--- src/rtl/piso_stream_pkg.sv ---
// -----------------------------------------------------------------------------
// piso_stream_pkg
//   Shared constants and helpers for the parallel-in / serial-out stream block.
//   DATA_WIDTH is the project-wide data width; the serializer's parallel word
//   defaults to twice this value.
// -----------------------------------------------------------------------------
package piso_stream_pkg;

  // Project-wide base data width.
  localparam int DATA_WIDTH = 4;

  // Width of a counter that must index n beats (0..n-1), never narrower
  // than one bit so that the n == 1 case still has a legal vector.
  function automatic int cnt_width(input int n);
    return (n > 1) ? $clog2(n) : 1;
  endfunction

endpackage : piso_stream_pkg

--- src/rtl/piso_stream_if.sv ---
// -----------------------------------------------------------------------------
// piso_stream_if
//   Bundles both handshakes of the serializer.
//   Input side  : in_valid, in_ready, in_data  (PAR_WIDTH bits)
//   Output side : out_valid, out_ready, out_data (SER_WIDTH bits), out_last
//   Modports:
//     master - the environment: drives the parallel word, consumes beats
//     slave  - the serializer: accepts parallel words, produces beats
// -----------------------------------------------------------------------------
interface piso_stream_if
  import piso_stream_pkg::*;
#(
  parameter int PAR_WIDTH = DATA_WIDTH * 2,
  parameter int SER_WIDTH = 1
);

  logic                 in_valid;
  logic                 in_ready;
  logic [PAR_WIDTH-1:0] in_data;
  logic                 out_valid;
  logic                 out_ready;
  logic [SER_WIDTH-1:0] out_data;
  logic                 out_last;

  modport master (
    output in_valid,
    output in_data,
    output out_ready,
    input  in_ready,
    input  out_valid,
    input  out_data,
    input  out_last
  );

  modport slave (
    input  in_valid,
    input  in_data,
    input  out_ready,
    output in_ready,
    output out_valid,
    output out_data,
    output out_last
  );

endinterface : piso_stream_if

--- src/rtl/piso_stream.sv ---
// -----------------------------------------------------------------------------
// piso_stream
//   Parallel-in / serial-out stream converter with a one-word skid/hold
//   register, so a new word can be accepted while the current one is still
//   being shifted out. With out_ready held high, words stream back-to-back
//   with no idle beat between them.
//
//   Parameters
//     PAR_WIDTH : parallel word width (integer multiple of SER_WIDTH)
//     SER_WIDTH : bits per output beat
//     MSB_FIRST : 0 = least-significant slice first, 1 = most-significant first
//
//   Ports
//     clk   : clock, all state on the rising edge
//     rst_n : asynchronous active-low reset
//     bus   : piso_stream_if slave (in_* handshake in, out_* handshake out)
//     busy  : a word is being emitted or is waiting in the hold register
// -----------------------------------------------------------------------------
module piso_stream
  import piso_stream_pkg::*;
#(
  parameter int PAR_WIDTH = DATA_WIDTH * 2,
  parameter int SER_WIDTH = 1,
  parameter bit MSB_FIRST = 1'b0
) (
  input  logic              clk,
  input  logic              rst_n,
  piso_stream_if.slave      bus,
  output logic              busy
);

  // Beats per word and the beat-counter geometry.
  localparam int                BEATS    = PAR_WIDTH / SER_WIDTH;
  localparam int                CNT_W    = cnt_width(BEATS);
  localparam logic [CNT_W-1:0]  LAST_CNT = CNT_W'(BEATS - 1);

  // ---------------------------------------------------------------------------
  // State
  // ---------------------------------------------------------------------------
  logic [PAR_WIDTH-1:0] shifter_reg,    shifter_next;
  logic [CNT_W-1:0]     cnt_reg,        cnt_next;
  logic [PAR_WIDTH-1:0] hold_reg,       hold_next;
  logic                 hold_valid_reg, hold_valid_next;
  logic                 out_valid_reg,  out_valid_next;

  // ---------------------------------------------------------------------------
  // Handshake decode
  // ---------------------------------------------------------------------------
  logic                 accept;
  logic                 beat;
  logic                 at_last;
  logic                 load;
  logic                 direct_load;
  logic [PAR_WIDTH-1:0] shifted;
  logic [SER_WIDTH-1:0] slice;

  assign at_last = (cnt_reg == LAST_CNT);
  assign accept  = bus.in_valid && !hold_valid_reg;
  assign beat    = out_valid_reg && bus.out_ready;

  // The shifter is free either because it is empty or because its final
  // beat is leaving on this edge.
  assign load = !out_valid_reg || (beat && at_last);

  // A freshly accepted word bypasses the hold register only when the shifter
  // is free and nothing older is waiting ahead of it.
  assign direct_load = load && !hold_valid_reg && accept;

  // ---------------------------------------------------------------------------
  // Slice selection and shift direction
  // ---------------------------------------------------------------------------
  generate
    if (MSB_FIRST) begin : g_msb_first
      assign slice   = shifter_reg[PAR_WIDTH-1 -: SER_WIDTH];
      assign shifted = shifter_reg << SER_WIDTH;
    end else begin : g_lsb_first
      assign slice   = shifter_reg[SER_WIDTH-1:0];
      assign shifted = shifter_reg >> SER_WIDTH;
    end
  endgenerate

  // ---------------------------------------------------------------------------
  // Next-state logic
  // ---------------------------------------------------------------------------
  always_comb begin
    shifter_next    = shifter_reg;
    cnt_next        = cnt_reg;
    hold_next       = hold_reg;
    hold_valid_next = hold_valid_reg;
    out_valid_next  = out_valid_reg;

    if (load) begin
      if (hold_valid_reg) begin
        // Oldest word first: drain the hold register into the shifter.
        shifter_next    = hold_reg;
        cnt_next        = '0;
        out_valid_next  = 1'b1;
        hold_valid_next = 1'b0;
      end else if (accept) begin
        shifter_next   = bus.in_data;
        cnt_next       = '0;
        out_valid_next = 1'b1;
      end else begin
        // Nothing to send: go idle with a clean shifter so out_data reads 0.
        shifter_next   = '0;
        cnt_next       = '0;
        out_valid_next = 1'b0;
      end
    end else if (beat) begin
      shifter_next = shifted;
      cnt_next     = cnt_reg + CNT_W'(1);
    end

    // Any accepted word that did not go straight to the shifter is parked.
    if (accept && !direct_load) begin
      hold_next       = bus.in_data;
      hold_valid_next = 1'b1;
    end
  end

  // ---------------------------------------------------------------------------
  // State registers
  // ---------------------------------------------------------------------------
  always_ff @(posedge clk or negedge rst_n) begin
    if (!rst_n) begin
      shifter_reg    <= '0;
      cnt_reg        <= '0;
      hold_reg       <= '0;
      hold_valid_reg <= 1'b0;
      out_valid_reg  <= 1'b0;
    end else begin
      shifter_reg    <= shifter_next;
      cnt_reg        <= cnt_next;
      hold_reg       <= hold_next;
      hold_valid_reg <= hold_valid_next;
      out_valid_reg  <= out_valid_next;
    end
  end

  // ---------------------------------------------------------------------------
  // Outputs
  // ---------------------------------------------------------------------------
  assign bus.in_ready  = !hold_valid_reg;
  assign bus.out_valid = out_valid_reg;
  assign bus.out_data  = slice;
  assign bus.out_last  = out_valid_reg && at_last;
  assign busy          = out_valid_reg || hold_valid_reg;

endmodule : piso_stream
--- src/flat_wrapper.sv ---
// flat-port wrapper written by rule: the top's interface ports become plain ports
module piso_stream_flat import piso_stream_pkg::*;
#(
  parameter int PAR_WIDTH = DATA_WIDTH * 2,
  parameter int SER_WIDTH = 1,
  parameter bit MSB_FIRST = 1'b0
)
  (clk, rst_n, busy, bus_in_valid, bus_in_data, bus_out_ready, bus_in_ready, bus_out_valid, bus_out_data, bus_out_last);
  piso_stream_if #(.PAR_WIDTH(PAR_WIDTH), .SER_WIDTH(SER_WIDTH)) bus_i ();
  input  logic clk;
  input  logic rst_n;
  output logic busy;
  input wire logic [$bits(bus_i.in_valid)-1:0] bus_in_valid;
  input wire logic [$bits(bus_i.in_data)-1:0] bus_in_data;
  input wire logic [$bits(bus_i.out_ready)-1:0] bus_out_ready;
  output wire logic [$bits(bus_i.in_ready)-1:0] bus_in_ready;
  output wire logic [$bits(bus_i.out_valid)-1:0] bus_out_valid;
  output wire logic [$bits(bus_i.out_data)-1:0] bus_out_data;
  output wire logic [$bits(bus_i.out_last)-1:0] bus_out_last;
  assign bus_i.in_valid = bus_in_valid;
  assign bus_i.in_data = bus_in_data;
  assign bus_i.out_ready = bus_out_ready;
  assign bus_in_ready = bus_i.in_ready;
  assign bus_out_valid = bus_i.out_valid;
  assign bus_out_data = bus_i.out_data;
  assign bus_out_last = bus_i.out_last;
  piso_stream #(.PAR_WIDTH(PAR_WIDTH), .SER_WIDTH(SER_WIDTH), .MSB_FIRST(MSB_FIRST)) u_core (.clk(clk), .rst_n(rst_n), .bus(bus_i), .busy(busy));
endmodule
--- config.mk ---
export PLATFORM = sky130hd
export DESIGN_NAME = piso_stream_flat
export DESIGN_NICKNAME = d
export VERILOG_FILES = /design/src/rtl/piso_stream_pkg.sv /design/src/rtl/piso_stream_if.sv /design/src/rtl/piso_stream.sv /design/src/flat_wrapper.sv
export SDC_FILE = /design/constraint.sdc
export NUM_CORES = 1
export LEC_CHECK = 0
export ABC_AREA = 1
export CORE_MARGIN = 2
export CORE_UTILIZATION = 45
export DETAILED_ROUTE_END_ITERATION = 10
export PLACE_DENSITY = 0.71
export SLEW_MARGIN = 20
export SYNTH_ARGS = -nofsm -noshare
export SYNTH_HDL_FRONTEND = slang
export SYNTH_SLANG_ARGS = --single-unit
--- constraint.sdc ---
create_clock -name clk -period 1.4 [get_ports clk]
set_input_delay 0.21 -clock clk [delete_from_list [all_inputs] [get_ports clk]]
set_output_delay 0.21 -clock clk [all_outputs]
set_load 0.005 [all_outputs]
==> impl_metrics.toml, run 1 <==
# flow metrics
[hold_path]
hold_path.class = "input port to asynchronous set/reset pin"

[critical_path]
worst-path-stages = 5
r2r_end = "u_core.hold_reg[0]"
crit_arrival_ns = 1.25
worstSetupPathType = "register to primary output"
critPathBufInv = 2
critical_path.top_delay_family = "flip-flops"
start_kind = "register"
crit_chain = "ha_2 > ha_4 > nand2_2 > inv_1 > buf_2"
rr_worst_depth = 8
r2r_start = "u_core.cnt_reg[0]"
r2r_setup_slack_ns = -0.01

[die]
core_um2 = 2276
dieHeight_um = 53.55
fp_util_pct = 48.54
die_w_um = 53.55
chipArea_um2 = 2868
ios = 17

[power]
p_sw_share_pct = 36.85
peakVddDrop_uv = 1014
p_seq_share_pct = 44.8
p_sw_w = 0.0008089
power_frac_comb_pct = 41.5
p_int_w = 0.001386

[detailed_routing]
drt_iter0_drc = 23
drt-vias-per-instance = 5.077
wire_per_inst_um = 12.26
wl_mm = 2.378
drcViolationCount = 0
postRouteAntennaNets = 0

[synth]
netlist_area_um2 = 1105
synth_flops = 21
ys_types = 19
syn_inst = 133
syn_area_per_cell_um2 = 8.307
fp_nets = 147
synthTopCellsByArea = "dfrtp_1 48%, nand2_1 21%, nand3_1 7.2%"
yosysTopAreaCell = "dfrtp_1"
synth-seq-area-share_pct = 47.57
top_cell_area_share_pct = 47.57
top_cells_by_count = "62 x nand2_1, 21 x dfrtp_1, 16 x nand3_1"
synth_stat.cells = 133
edf_count = 0
synth.most_common_cell = "nand2_1"
yosys_area_um2 = 1105

[sta]
clock.fmax_ghz = 0.6861
slew_viol_final = 0
skew_ns = 0.01350
fin_tns_setup_ns = -0.1350
hold_viol = 0
fin_ws_ns = -0.05741
setup_viol = 12
maxSlewHeadroom_pct = 82.20
post-route-min-period_ns = 1.457
rsz0062_at_grt = "true"

[finish]
diodes = 0
stdcell_count = 194
drive_above_1_share_pct = 33.73
syn_to_final_growth_pct = 39.98

[global_route]
grt_pass1_vias = 976
track_usage_pct = 19.62
grt_antenna_before_repair = 0
grt_max_degree = 22
grt_pass1_wl_mm = 4.071

[clocking]
cts_max_level = 1
ctsHoldBuffers = 0
clk_pin_slew_ns = 0.13
ctsRootBufferMaster = "clkbuf_4"
cts_buffer_depth = 2
cts_sinks = 21
clock_latency_ns = 0.31

[placement]
dpl.cell_count = 184
dp_hpwl_mm = 1.661

[job]
cap_violations = 0
warning_count = 28

[status]
failed_checks = "setup timing"
status = "complete, but fails checks"
[run 1: worst max-delay path by stage]
stage                       from                    end
2_1_floorplan  u_core.cnt_reg[0]  u_core.shifter_reg[0]
3_3_place_gp   u_core.cnt_reg[0]           bus_out_last
3_5_place_dp   u_core.cnt_reg[0]           bus_out_last
4_1_cts        u_core.cnt_reg[1]           bus_out_last
5_1_grt        u_core.cnt_reg[0]           bus_out_last
6_report       u_core.cnt_reg[0]           bus_out_last
[run 1: through the flow]
step	cell area [µm²]	hold WS (ns)	total power, W
6_report	1546	0.2171	0.002195
2_1_floorplan	1105	-0.08559	0.001465
4_1_cts	1484	0.2260	0.002132
5_1_grt	1546	0.2646	0.002397
3_3_place_gp	1338	0.4575	0.001676
3_5_place_dp	1338	0.4619	0.001713
[run 1: logic make-up (layout without fill, tap and decap cells)]
group	after synthesis	in the layout	synth area share (%)
simple gates	93	93	39.75
flops	21	21	47.56
buf+inv	13	46	8.267
compound gates	3	3	1.359
fa+ha+maj	2	2	2.265
xor+xnor	1	1	0.7929
[run 1: cell type report]
type,instances,area [µm²],share of cell area [%]
sequential,21,525.5,33.98
multi-input combinational,99,608.1,39.32
timing repair buffer,35,316.6,20.47
inverter,7,35.03,2.265
clock buffer,4,26.28,1.699
tap,28,35.03,2.265
[run 1: cell usage in the layout (no fill, tap or decap), drive strengths merged]
cell type      instances
nor2                   4
xnor2                  1
dlygate4sd2            2
nand3                 17
buf                   20
clkinvlp               1
o21ai                  2
a21oi                  1
nand2                 65
clkdlybuf4s50         11
ha                     2
clkdlybuf4s15          1
clkbuf                 4
dlymetal6s2s           1
dfrtp                 21
inv                    6
nand4                  7
[run 1: power groups by stage]
| stage | Combinational [W] | Clock (W) | Sequential (W) |
|---|---|---|---|
| floorplan | 0.000516 | 0 | 0.000948 |
| global placement | 0.000708 | 0 | 0.000968 |
| detailed placement | 0.000732 | 0 | 0.000981 |
| CTS | 0.000848 | 0.000311 | 0.000974 |
| global route | 0.00105 | 0.000334 | 0.00101 |
| finish | 0.000911 | 0.000300 | 0.000984 |
[run 1: routing by layer]
| layer | vias up | GRT usage [%] | part of all wire (%) |
|---|---|---|---|
| li1 | 490 | - | - |
| met1 | 463 | 25.18 | 45 |
| met2 | 28 | 32.10 | 49 |
| met3 | 4 | 3.611 | 4.6 |
| met4 | 0 | 8.974 | 1.0 |
| met5 | - | 0 | 0 |
[run 1: worst reg2reg max path: stages (launching register included)]
cell and delay [ns]:
dfrtp_1 0.40, ha_2 0.21, ha_4 0.16, buf_6 0.12, nand2_4 0.08, buf_6 0.10
nand3_4 0.13, nand2_1 0.09, nand2_1 0.05
[run 1: timing repair]
item,CTS,global route
setup buffers,6,0
pin swaps,15,17
endpoints found under the setup margin,24,21
resized,29,17
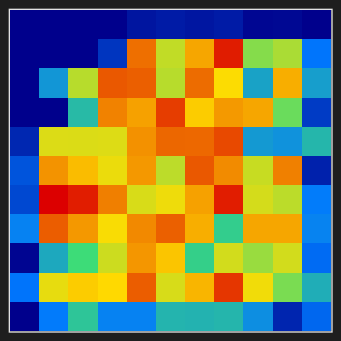
Figure 1: run 1, local utilization.
Scale: 6 px per µm. 11 x 11 tiles, from dark blue (low) to red (high), 0 to 100% covered.
- mean over tiles: 53%
- fullest tile: 100%
- densest ninth of the die: middle
- tiles over 75% full: 35%

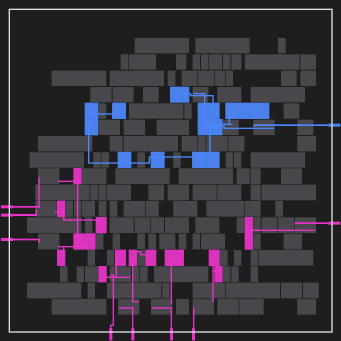
Figure 2: run 1, wires at chosen ports, followed through buffers.
Scale: 6 px per µm.
- bus_in_data: magenta (direction input; end cells 16; buffers 8; wire 134 µm)
- bus_out_ready: blue (direction input; end cells 11; buffers 3; wire 87.4 µm)

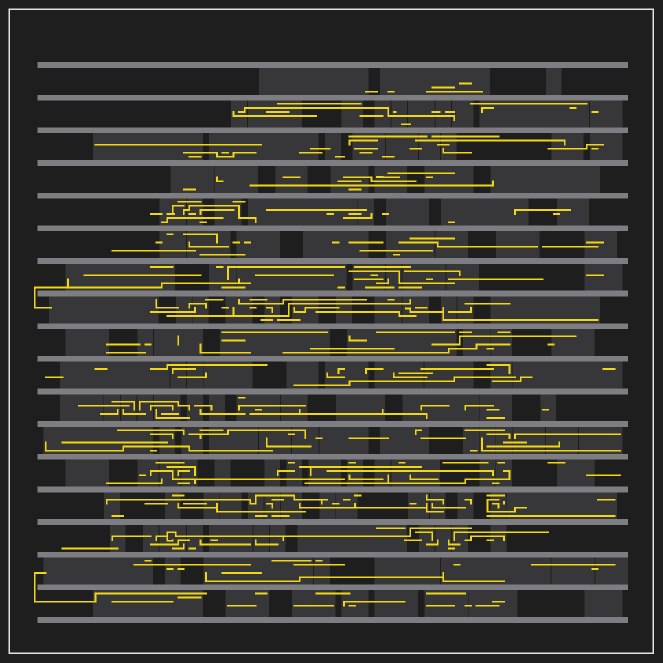
Figure 3: run 1, the metal 1 layer.
Scale: 12 px per µm. Supply wires on this layer in grey.
- share of all routed wire: 45%
- main direction: horizontal
- wire length on this layer: 1080 µm
- nets with wire on the layer: 158
- longest straight run: 20.2 µm

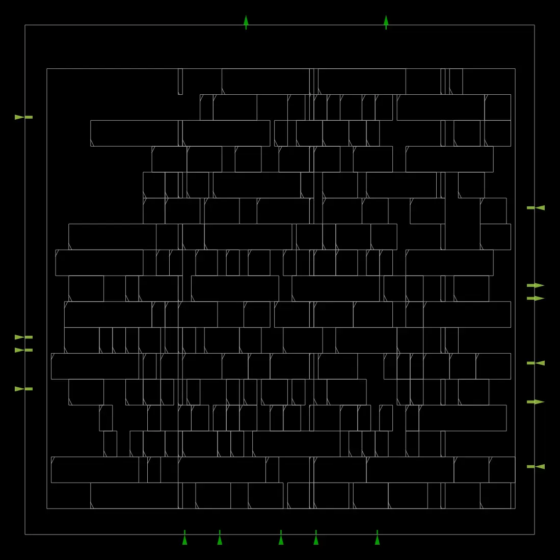
Figure 4: run 1, cell placement.
filler cell count: 197
flop count: 21
Site Rows: 17
Final Core Density: 67.95%
TAP cells: 28

Figure 5. Sizing map (run 1).
Scale: 6 px per µm.
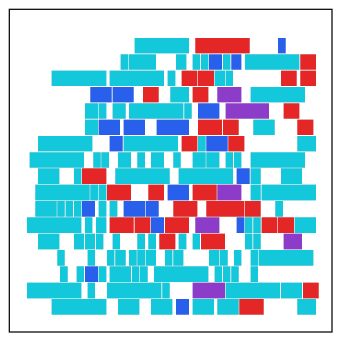

## Run 2: what changed since run 1
--- a/config.mk
+++ b/config.mk
@@ -9,7 +9,7 @@
 export CORE_MARGIN = 2
 export CORE_UTILIZATION = 45
 export DETAILED_ROUTE_END_ITERATION = 10
-export PLACE_DENSITY = 0.71
+export DONT_BUFFER_PORTS = 1
 export SLEW_MARGIN = 20
 export SYNTH_ARGS = -nofsm -noshare
 export SYNTH_HDL_FRONTEND = slang
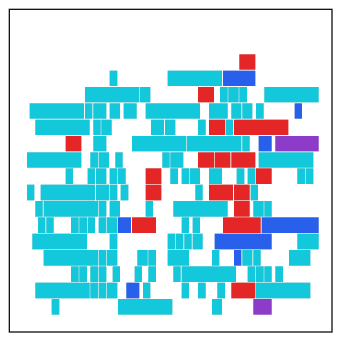
Figure 6: run 2, sizing map.
Scale: 6 px per µm.
- _0 and _1 cells: cyan (cells 115; share 81%)
- _6 and larger: purple (cells 2; share 1.4%)
- _2 cells: blue (cells 8; share 5.6%)
- _3 and _4 cells: red (cells 17; share 12%)
design area: 1229 µm²
Final WS setup: 0.002584 ns
bufs w/o clock: 11
Area growth syn-to-layout: 11.21%

==> impl_metrics.toml, run 2 <==
# flow metrics
[status]
status = "complete, no violations"

[global_route]
grt_max_degree = 22
grt_pass1_wl_mm = 3.953
track_usage_pct = 19.36
grt_pass1_vias = 903
grt_antenna_before_repair = 0

[placement]
dpl.cell_count = 160
dp_hpwl_mm = 1.554
dpl_cell_area_um2 = 1117

[job]
warning_count = 27
cap_violations = 0

[synth]
yosysTopAreaCell = "dfrtp_1"
synth_flops = 21
netlist_area_um2 = 1105
synthTopCellsByArea = "dfrtp_1 48%, nand2_1 21%, nand3_1 7.2%"
yosys_area_um2 = 1105
async_flop_share_pct = 100.0
synth.most_common_cell = "nand2_1"
flop_cell = "dfrtp_1"
ys_types = 19
syn_area_per_cell_um2 = 8.307
syn_inst = 133
synth_stat.cells = 133
synth-seq-area-share_pct = 47.57
fp_nets = 147
top_cell_area_share_pct = 47.57
top_cells_by_count = "62 x nand2_1, 21 x dfrtp_1, 16 x nand3_1"

[sta]
setup_viol = 0
hold_viol = 0
post-route-min-period_ns = 1.397
rsz0062_at_grt = "true"
slew_viol_final = 0
clock.fmax_ghz = 0.7156
skew_ns = 0.01819
maxSlewHeadroom_pct = 36.65

[critical_path]
worstSetupPathType = "register to primary output"
start_kind = "register"
crit_chain = "ha_2 > ha_4 > nand2_2 > inv_2"
critPathBufInv = 1
cp_max_fo = 3
crit_arrival_ns = 1.19
critical_path.top_delay_family = "flip-flops"

[finish]
drive_above_1_share_pct = 19.01
diodes = 0
finalCoreUtilization_pct = 53.99
lay_top_count = "nand2_1"
layout_top_cells = "60 x nand2_1, 19 x dfrtp_1, 16 x nand3_1"
stdcell_count = 170

[detailed_routing]
wl_mm = 2.277
postRouteAntennaNets = 0
drt-pass1-iter-count = 4
drcViolationCount = 0
drt-vias-per-instance = 5.288
drt_iter0_drc = 20
wire_per_inst_um = 13.39

[clocking]
cts_max_level = 1
ctsRootBufferMaster = "clkbuf_4"
clock_latency_ns = 0.31
cts_sinks = 21
cts_buffer_depth = 2
cts_tree = "built"
clk_pin_slew_ns = 0.13

[die]
chipArea_um2 = 2868
core_um2 = 2276
fp_util_pct = 48.54
row_count = 17
die_w_um = 53.55
dieHeight_um = 53.55

[hold_path]
hold_path.class = "input port to register"

[power]
leakagePower_nw = 0.6253
peakVddDrop_uv = 910.1
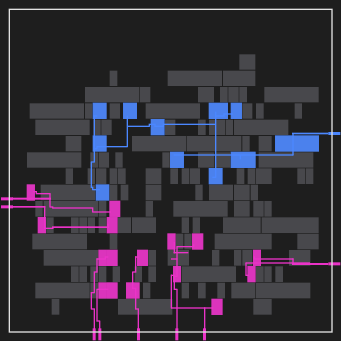
Figure 7: run 2, wires at chosen ports, followed through buffers.
Scale: 6 px per µm.
- bus_in_data: magenta (direction input; end cells 16; buffers 2; wire 146 µm)
- bus_out_ready: blue (direction input; end cells 11; buffers 0; wire 85.5 µm)
I/O Buffers: 0
io pins: 17

## run 2: cell count changes in the layout (fill, tap and decap cells not counted), sizes merged
cell           change
buf               -12
dlymetal6s2s       -1
inv                +1
dlygate4sd2        -2
clkinvlp           -1
clkdlybuf4s15      -1
clkdlybuf4s50     -11
dlygate4sd3        +3
## run 2: through the flow
step           TNS [ns]  power [W]  setup WS [ns]
2_1_floorplan         0   0.001465        0.05138
3_3_place_gp   -0.01774   0.001553       -0.01774
3_5_place_dp    -0.4539   0.001576       -0.07610
4_1_cts               0   0.001963       0.002839
5_1_grt         -0.1295   0.002144       -0.05113
6_report              0   0.001955       0.002584
## run 2: area by class of cell
cell class / instances / area (µm²)
fillers: 221 / 1047
flip-flops and latches: 21 / 528.0
multi-input cells: 99 / 518.0
repair buffers: 11 / 90.09
well taps: 28 / 35.03
inverters: 7 / 31.28
clock buffers: 4 / 26.28
## run 2: kinds of logic after synthesis
kind of cell             after synthesis  share of synthesized area (%)
AND/OR/NAND/NOR                       93                          39.75
flip-flops                            21                          47.56
buffers and inverters                 13                          8.267
AND-OR/OR-AND                          3                          1.359
adder cells (fa/ha/maj)                2                          2.265
XOR/XNOR                               1                         0.7929
## run 2: what timing repair did
action | in CTS | in global routing
pin swaps | 4 | 15
setup buffers | 3 | 0
gates resized | 8 | 2
endpoints found under the hold margin | 22 | 1
hold buffers | 2 | 1
endpoints found under the setup margin | 11 | 15
## run 2: per-layer routing
metal | track usage [%] | vias up | routed length, µm
met5 | 0 | - | 0
met4 | 5.556 | 0 | 17
met3 | 6.389 | 2 | 126
met2 | 30.45 | 19 | 1076
met1 | 25.44 | 433 | 1057
li1 | - | 445 | -
## run 2: worst paths after layout
check | slack [ns] | start | end | cells after the start
max | 0.003 | u_core.cnt_reg[0] | bus_out_last | 4
min | 0.003 | bus_in_data[6] | u_core.hold_reg[6] | 2
max reg2reg | 0.06 | u_core.cnt_reg[0] | u_core.hold_reg[0] | 7
min reg2reg | 0.49 | u_core.hold_reg[7] | u_core.hold_reg[7] | 2
max in group asynchronous | 0.30 | rst_n | u_core.hold_valid_reg | 1
min in group asynchronous | 0.47 | rst_n | u_core.hold_reg[7] | 1
## run 2: power by group
group	switching [W]	internal, W	total, W
logic	0.000348	0.000314	0.000662
clock network	0.000184	0.000111	0.000296
registers	0.000158	0.000840	0.000998
total	0.000691	0.00126	0.00196
Power figures rest on the tool's default switching activity, not on a simulated workload.
